Fig. 1: run 1, local utilization
(6 px per um) 6 x 6 tiles, from white (low) to dark blue (high), 0 to 100% covered.
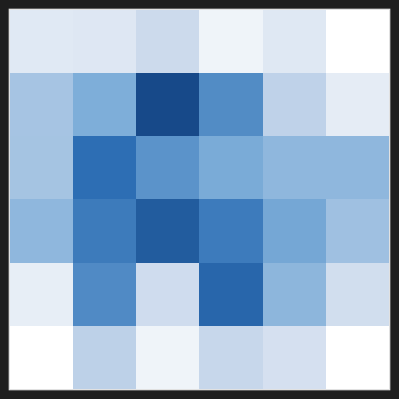
Fig. 2: run 1, the clock network
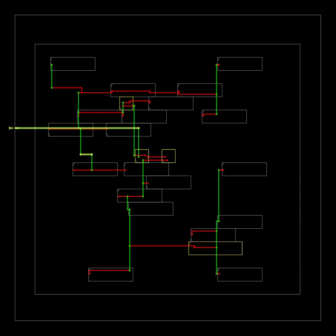
Fig. 3: run 1, power grid
(6 px per um) Pins as bars on the die edge. Tap cells in grey.
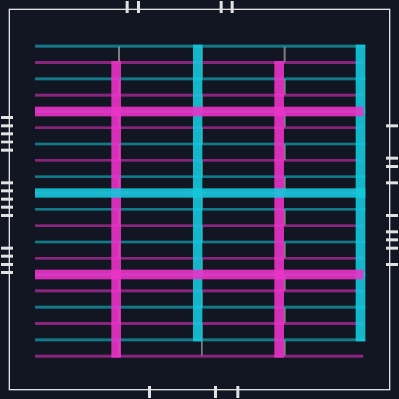
Fig. 4: run 1, sequential cells grouped by signal name
(8 px per um) Other sequential cells in the stronger grey, the rest of the logic in the fainter grey.
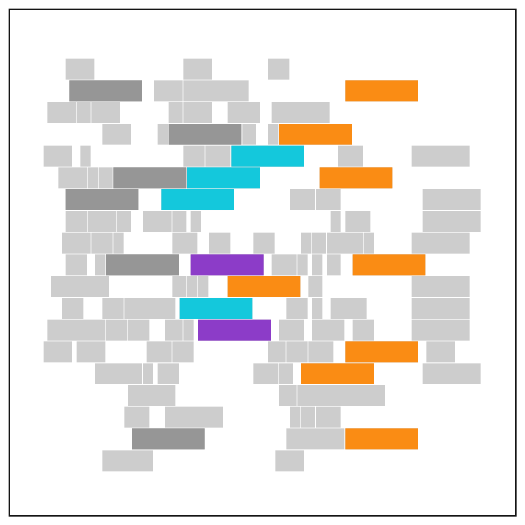
## src/rtl/gray_conv_pkg.sv

```systemverilog
// gray_conv_pkg: shared FSM state type and default widths for the Gray converter
package gray_conv_pkg;
    typedef enum logic [1:0] {IDLE, CONV, RESP} state_t;
    localparam int DEF_WIDTH = 4;
    localparam int DEF_CNT_W = 8;
endpackage

```

## src/rtl/gray_conv_arbiter_rr_arb2.sv

```systemverilog
// rr_arb2: two-way round-robin grant, pointer moves past the winner on every grant
module rr_arb2 (
    input  logic       i_clk,
    input  logic       i_rst_n,
    input  logic       i_en,
    input  logic [1:0] i_req,
    output logic [1:0] o_gnt
);
    logic ptr;
    // Lone requester wins outright; on contention the pointer picks the winner
    always_comb o_gnt = !(i_en && i_rst_n) ? 2'b00 : &i_req ? (ptr ? 2'b10 : 2'b01) : i_req;
    // After granting requester 0 favour 1 next, and vice versa
    always_ff @(posedge i_clk or negedge i_rst_n)
        if (!i_rst_n) ptr <= 1'b0;
        else if (|o_gnt) ptr <= o_gnt[0];
endmodule

```

## src/rtl/gray_conv_arbiter.sv

```systemverilog
// gray_conv_arbiter: arbitrates two Gray-word requesters and returns the binary value
module gray_conv_arbiter
    import gray_conv_pkg::*;
#(
    parameter int WIDTH = DEF_WIDTH,
    parameter int CNT_W = DEF_CNT_W
) (
    input  logic             i_clk,
    input  logic             i_rst_n,
    input  logic             i_req0_valid,
    input  logic [WIDTH-1:0] i_req0_gray,
    output logic             o_req0_ready,
    input  logic             i_req1_valid,
    input  logic [WIDTH-1:0] i_req1_gray,
    output logic             o_req1_ready,
    output logic             o_rsp_valid,
    output logic [WIDTH-1:0] o_rsp_binary,
    output logic             o_rsp_id,
    input  logic             i_rsp_ready,
    output logic             o_busy,
    output logic [CNT_W-1:0] o_done_cnt
);
    state_t           state, state_nxt;
    logic [1:0]       gnt;
    logic [WIDTH-1:0] gray_q, bin_d, bin_q;
    logic             id_q;
    logic [CNT_W-1:0] done_cnt;

    rr_arb2 u_arb (
        .i_clk   (i_clk),
        .i_rst_n (i_rst_n),
        .i_en    (state == IDLE),
        .i_req   ({i_req1_valid, i_req0_valid}),
        .o_gnt   (gnt)
    );

    assign o_req0_ready = gnt[0];
    assign o_req1_ready = gnt[1];
    assign o_rsp_valid  = state == RESP;
    assign o_rsp_binary = bin_q;
    assign o_rsp_id     = id_q;
    assign o_busy       = state != IDLE;
    assign o_done_cnt   = done_cnt;

    // State register
    always_ff @(posedge i_clk or negedge i_rst_n)
        if (!i_rst_n) state <= IDLE;
        else state <= state_nxt;

    // Grant moves to CONV, CONV always lasts one cycle, RESP waits for the consumer
    always_comb begin
        state_nxt = IDLE;
        state_nxt = state == IDLE ? (|gnt ? CONV : IDLE) :
                    state == CONV ? RESP :
                    (state == RESP && !i_rsp_ready) ? RESP : IDLE;
    end

    // Binary bit k is the parity of Gray bits k and above
    always_comb begin
        bin_d = '0;
        for (int k = 0; k < WIDTH; k++) bin_d[k] = ^(gray_q >> k);
    end

    // Capture on grant, convert in CONV, count on consumer handshake
    always_ff @(posedge i_clk or negedge i_rst_n)
        if (!i_rst_n) begin
            gray_q   <= '0;
            id_q     <= 1'b0;
            bin_q    <= '0;
            done_cnt <= '0;
        end else begin
            if (|gnt) begin
                gray_q <= gnt[1] ? i_req1_gray : i_req0_gray;
                id_q   <= gnt[1];
            end
            if (state == CONV) bin_q <= bin_d;
            if (state == RESP && i_rsp_ready) done_cnt <= done_cnt + CNT_W'(1);
        end
endmodule

```

## config.mk

```make
export PLATFORM = sky130hd
export DESIGN_NAME = gray_conv_arbiter
export DESIGN_NICKNAME = d
export VERILOG_FILES = /design/src/rtl/gray_conv_pkg.sv /design/src/rtl/gray_conv_arbiter_rr_arb2.sv /design/src/rtl/gray_conv_arbiter.sv
export SDC_FILE = /design/constraint.sdc
export NUM_CORES = 1
export LEC_CHECK = 0
export CAP_MARGIN = 20
export CORE_MARGIN = 4
export CORE_UTILIZATION = 30
export DETAILED_ROUTE_END_ITERATION = 10
export SLEW_MARGIN = 10
export SYNTH_ARGS = -nofsm -noshare
export SYNTH_HDL_FRONTEND = slang
export SYNTH_HIERARCHICAL = 1
export SYNTH_SLANG_ARGS = --single-unit
```

## constraint.sdc

```tcl
create_clock -name i_clk -period 1.9 [get_ports i_clk]
set_input_delay 0.38 -clock i_clk [delete_from_list [all_inputs] [get_ports i_clk]]
set_output_delay 0.38 -clock i_clk [all_outputs]
set_load 0.1 [all_outputs]
```

==> flow_summary.json, run 1 <==
{
  "status": "finished, final reports clean",
  "areaGrowthSynthToFinish_pct": 65.3,
  "xor_area_share_pct": 11.1,
  "ys_cells": 84,
  "multi_input_comb_cells": 57,
  "path_cells": "clkdlybuf4s50_1, nand3_4, a21oi_4, buf_12",
  "dp_cells": 145,
  "grt_busiest_layer": "met2",
  "drt-initial-drc-count": 22,
  "finalNonFillerCells": 152,
  "cts_buffer_depth": 2,
  "grt_overflow": 0,
  "min_path_type": "register to register",
  "yosys_area_sq_um": 912,
  "logic_area_sq_um": 435,
  "synthFlopType": "dfrtp_1",
  "final_cell_mix": "dfrtp_1 (20), buf_12 (13), clkdlybuf4s50_1 (12)",
  "cp-endpoint": "o_req0_ready",
  "largest_class": "flip-flops and latches",
  "crit_path_max_fanout": 4,
  "seq_share_pct": 33.2,
  "synth-async-reset-ratio_pct": 100,
  "top_cells_by_count": "dfrtp_1 (20), nand2_1 (11), o21ai_0 (7), xor2_1 (6)",
  "antenna_left": 0,
  "cts_hold_buf": 0,
  "hold_slack_ns": 0.518,
  "dr_wl_met3_um": 153,
  "most_common_cell": "dfrtp_1",
  "place_area_sq_um": 1420,
  "worst_pin_slew_ns": 0.301,
  "cap_violations": 0,
  "cts_buffers": 3,
  "cp.required_ns": 1.52,
  "finalCritPeriodShare_pct": 99.8,
  "synth_seq_share_pct": 54.9,
  "met2_length_um": 1020,
  "crit_path_top_delay_cell": "clkdlybuf4s50_1",
  "top_layer": "met3",
  "post_cts_buffers": 2,
  "topCellsByArea": "dfrtp_1 (55%), xor2_1 (5.8%), nand2_1 (4.5%), mux2i_1 (4.4%), o21ai_0 (3.8%)",
  "cpPeakStageDelay_ns": 0.64,
  "comb_area_share_pct": 28.9,
  "synth-adder-area-share_pct": 1.37,
  "finalWirelength_um": 2040,
  "gp_congestion": 0.693,
  "grtUsageTotal_pct": 10.9,
  "buffer_ports.inserted": 29,
  "layout.nonclk_buf_share_pct": 30.7,
  "synth_top_area_share_pct": 54.9,
  "use_met3_pct": 3.91,
  "netlist_area_sq_um": 912,
  "finalHoldViolations": 0,
  "synth_warnings": 6,
  "fin_ws_ns": 0.00367,
  "top_area_cell": "dfrtp_1",
  "ctsHtreeMaxLevel": 1,
  "antenna_found_initial": 0,
  "crit_cells": 4,
  "final_nets": 136,
  "synthAoiAreaFrac_pct": 7.27,
  "setup_viol": 0,
  "tool_warnings": 28,
  "largest_register_ffs": 8,
  "diodes": 0,
  "grt_max_degree": 21,
  "path_delay_family": "buffers and inverters",
  "cts_tree": "yes",
  "rrSetupSlack_ns": 0.34,
  "initCoreUtil_pct": 32.2
}
Notes on Fig. 1 above:
The emptiest ninth of the die: top right. The fullest tile reaches 90%. 8.3% of the tiles are nearly empty. The mean over all tiles is 37%. The densest ninth of the die: middle. 11% of the tiles are over 75% full.

Notes on Fig. 2 above:
clkbuf count: 3
flop count: 20
Post-Route Skew: 0.0116 ns
clk sinks: 20

Notes on Fig. 3 above:
Cyan marks VDD. Magenta marks VSS.
31 tap cells. 30 signal pins sit on the boundary.

Notes on Fig. 4 above:
Purple marks state, flops 2. Orange marks o_done_cnt, flops 8. Cyan marks o_rsp_binary, flops 4.
Another 6 sequential cells are not coloured.

--- run 2 (diff from run 1) ---
- MAX_ROUTING_LAYER: default -> met4
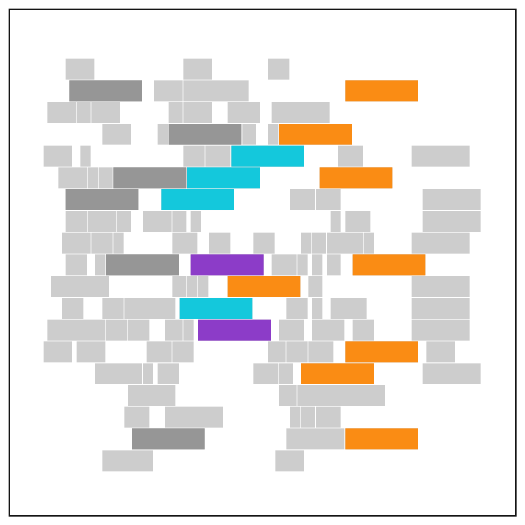
Fig. 5. Sequential cells grouped by signal name (run 2).
(8 px per um) Other sequential cells in the stronger grey, the rest of the logic in the fainter grey.
Orange marks o_done_cnt, flops 8. Purple marks state, flops 2. Cyan marks o_rsp_binary, flops 4.

==> run 2 against run 1 <==
  * Fmax about the same
  * Wire length unchanged
  * Final area unchanged
  * Clock-buffer cell count unchanged
  * Non-clock buffer count unchanged
  * Synthesized area unchanged
  * Via count unchanged
  * First-iteration DRC count unchanged
  * Utilization unchanged
==> flow_summary.json, run 2 <==
{
  "ys_cells": 84,
  "post_cts_buffers": 2,
  "rrSetupSlack_ns": 0.34,
  "setup_viol": 0,
  "finalCritPeriodShare_pct": 99.8,
  "tool_warnings": 28,
  "synth_top_area_share_pct": 54.9,
  "cts_hold_buf": 0,
  "top_cells_by_count": "dfrtp_1 (20), nand2_1 (11), o21ai_0 (7), xor2_1 (6)",
  "gp_congestion": 0.700,
  "netlist_area_sq_um": 912,
  "dp_cells": 145,
  "crit_path_top_delay_cell": "clkdlybuf4s50_1",
  "crit_path_max_fanout": 4,
  "finalHoldViolations": 0,
  "initCoreUtil_pct": 32.2,
  "synth-adder-area-share_pct": 1.37,
  "path_delay_family": "buffers and inverters",
  "path_cells": "clkdlybuf4s50_1, nand3_4, a21oi_4, buf_12",
  "cap_violations": 0,
  "synthFlopType": "dfrtp_1",
  "multi_input_comb_cells": 57,
  "most_common_cell": "dfrtp_1",
  "met2_length_um": 1020,
  "xor_area_share_pct": 11.1,
  "grt_overflow": 0,
  "largest_register_ffs": 8,
  "largest_class": "flip-flops and latches",
  "grtUsageTotal_pct": 11.2,
  "fin_worst_skew_ns": 0.0116,
  "grt_busiest_layer": "met2",
  "ctsHtreeMaxLevel": 1,
  "diodes": 0,
  "worst_pin_slew_ns": 0.301,
  "grt_max_degree": 21,
  "areaGrowthSynthToFinish_pct": 65.3,
  "buffer_ports.inserted": 29,
  "cp.required_ns": 1.52,
  "crit_cells": 4,
  "synth-async-reset-ratio_pct": 100,
  "n_clock_buffer": 3,
  "status": "finished, final reports clean",
  "top_layer": "met3",
  "hold_slack_ns": 0.518,
  "antenna_left": 0,
  "place_area_sq_um": 1420,
  "finalNonFillerCells": 152,
  "logic_area_sq_um": 435,
  "fin_ws_ns": 0.00288,
  "cts_buffer_depth": 2,
  "final_cell_mix": "dfrtp_1 (20), buf_12 (13), clkdlybuf4s50_1 (12)",
  "top_area_cell": "dfrtp_1",
  "synthAoiAreaFrac_pct": 7.27,
  "cts_buffers": 3,
  "finalWirelength_um": 2040,
  "comb_area_share_pct": 28.9,
  "yosys_area_sq_um": 912,
  "cpPeakStageDelay_ns": 0.64,
  "final_nets": 136
}
